gate_families.png
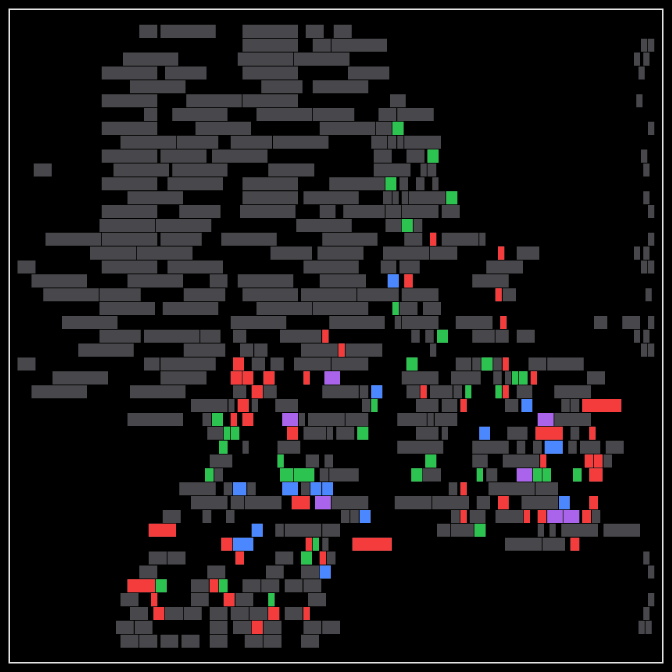
cell_classes.png
Bar = 50 um.
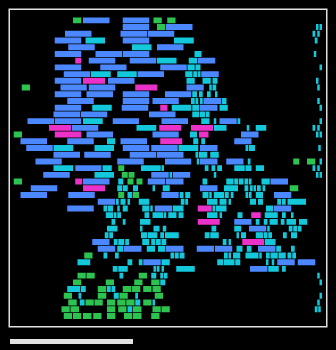
Design mmio_uart_tx_flat, sky130hd; sources not shown.
==> results.toml <==
# flow metrics
[yosys]
area_leaders = "edfxtp_1, dfxtp_1, mux4_2, buf_4, ha_1"
ys_seq_share_pct = 55.1
mux_share_pct = 10.9
synthArstFlopShare_pct = 0
yosys.area.top_type = "edfxtp_1"
syn_area_per_cell_um2 = 12.6
ys_sh_xor_pct = 1.29
ys_cells = 377
edf_count = 64
netlist_area_um2 = 4760
ys.flops = 99
fa_ha_area_share_pct = 3.68
ys_types = 56
synthCells = 377

[finish]
layout_top_cells = "edfxtp_1, clkdlybuf4s50_1, dfxtp_1, conb_1, a21oi_1"
fin_area_um2 = 5710
regArea_um2 = 2620
logic_area_um2 = 1890
syn_to_final_growth_pct = 20.0
nFillCells = 1458
n_antenna_cell = 0

[global_route]
overflow = 0
grt_pass1_wl_mm = 15.4
grt_max_degree = 43
grt_pass1_vias = 3025
antenna_found_initial = 0

[run_status]
status = "finished, final reports clean"

[hold_path]
hold_depth = 2

[final_timing]
final_hold_viol_count = 0
slew_viol_final = 0
skew_ns = 0.00747
setup_viol = 0
finalCriticalPeriod_ns = 3.90
tns_ns = 0
slew_headroom_pct = 26.3
finalClockPeriodUsage_pct = 45.8
tightest_slew_ns = 1.10

[cts]
clk_latency_ns = 0.35
cts_buffer_depth = 2
root_buffer = "clkbuf_16"
clock_sinks = 99
cts_resized = 0
cts_buffers = 9
cts_tree = "yes"
postCtsHoldBufs = 0

[detailed_routing]
drt-pass1-iter-count = 6
routedWlPerCell_um = 14.7
ant_nets = 0
viasPerCell = 4.70
drcViolationCount = 0
num_vias = 3032

[worst_setup_path]
startpoint_type = "input pin"
arrival_ns = 3.05
r2r_cells = 7
cp-end-kind = "output pin"
criticalPathCategory = "input pin to output pin"
critPathSlowestCell = "clkdlybuf4s50_1"
critPathMaxStageDelay_ns = 0.55

[power_and_ir_drop]
p_leak_nw = 1.93
seqPwrFrac_pct = 38.1
p_switching_w = 0.000574
ir_worst_vdd_v = 0.000126
pwr-share-comb_pct = 36.0

[place]
io_buffers = 48
place_area_um2 = 5390
gp_congestion = 0.750

[flow_run]
drv_cap = 0
warnings = 54

[floorplan]
die-area_um2 = 16400
fp-utilization_pct = 31.1
io_pins = 101
coreArea_um2 = 15300
## Picture notes: gate_families.png
NAND gates -> green  # cells 35
NOR gates -> red  # cells 52
XOR/XNOR gates -> purple  # cells 7
AND and OR gates -> blue  # cells 14
combinational share of cell area: 33.2%
most frequent logic cell in the layout: edfxtp_1
Layout Cells excl Fill: 645

## Picture notes: cell_classes.png
flops -> blue  # cells 99, share of their area 48%
other buffers and delay cells -> green  # cells 56, share of their area 9.9%
clock drivers and dummy loads -> magenta  # cells 16, share of their area 5.9%
all other logic -> cyan  # cells 263, share of their area 36%
Final Util: 37.3%
num rows: 45

power groups by stage:
stage          Sequential, W  Clock, W  Combinational (W)
2_1_floorplan       0.000611         0           0.000503
3_3_place_gp        0.000641         0           0.000581
3_5_place_dp        0.000642         0           0.000595
4_1_cts             0.000631  0.000440           0.000600
5_1_grt             0.000639  0.000455           0.000663
6_report            0.000629  0.000427           0.000594
worst max-delay path: cells and delay by family:
family | cells | cell delay [ns]
AND/OR/NAND/NOR | 4 | 1.06
buffers and inverters | 2 | 0.97
AND-OR/OR-AND | 1 | 0.15
per-layer routing:
metal	GRT usage [%]	up-vias	part of all wire, %	wire length (um)
met1	14.7	1490	45	4270
met5	0	-	0	0
met3	2.71	12	2.4	229
li1	-	1482	-	-
met4	4.50	0	1.5	142
met2	21.6	48	51	4810
cell usage after synthesis, types with 10 or more instances:
master	n
inv_1	18
mux4_2	16
edfxtp_1	64
o21ai_0	12
nand2_1	10
mux2i_1	12
dfxtp_1	35
a21oi_1	25
buf_4	30
nand2b_1	12
ha_1	14
nor4_1	13
nor2_1	22
area by class of cell:
type	instances	share of cell area, %
clock buffer	9	3.94
clock inverter	7	1.64
inverter	19	1.25
multi-input combinational	244	33.2
sequential	99	45.9
tap	211	4.62
timing repair buffer	56	9.46
metrics by stage:
step	cells	power [W]	util (%)	hold WS, ns	worst slack (ns)
2_1_floorplan	404	0.00111	-	0.448	5.19
3_3_place_gp	629	0.00122	35.2	0.463	4.50
3_5_place_dp	629	0.00124	35.2	0.467	4.46
4_1_cts	645	0.00167	37.3	0.481	4.58
5_1_grt	645	0.00176	37.3	0.507	4.41
6_report	645	0.00165	37.3	0.481	4.60
Power is estimated from default activity; no workload was simulated.
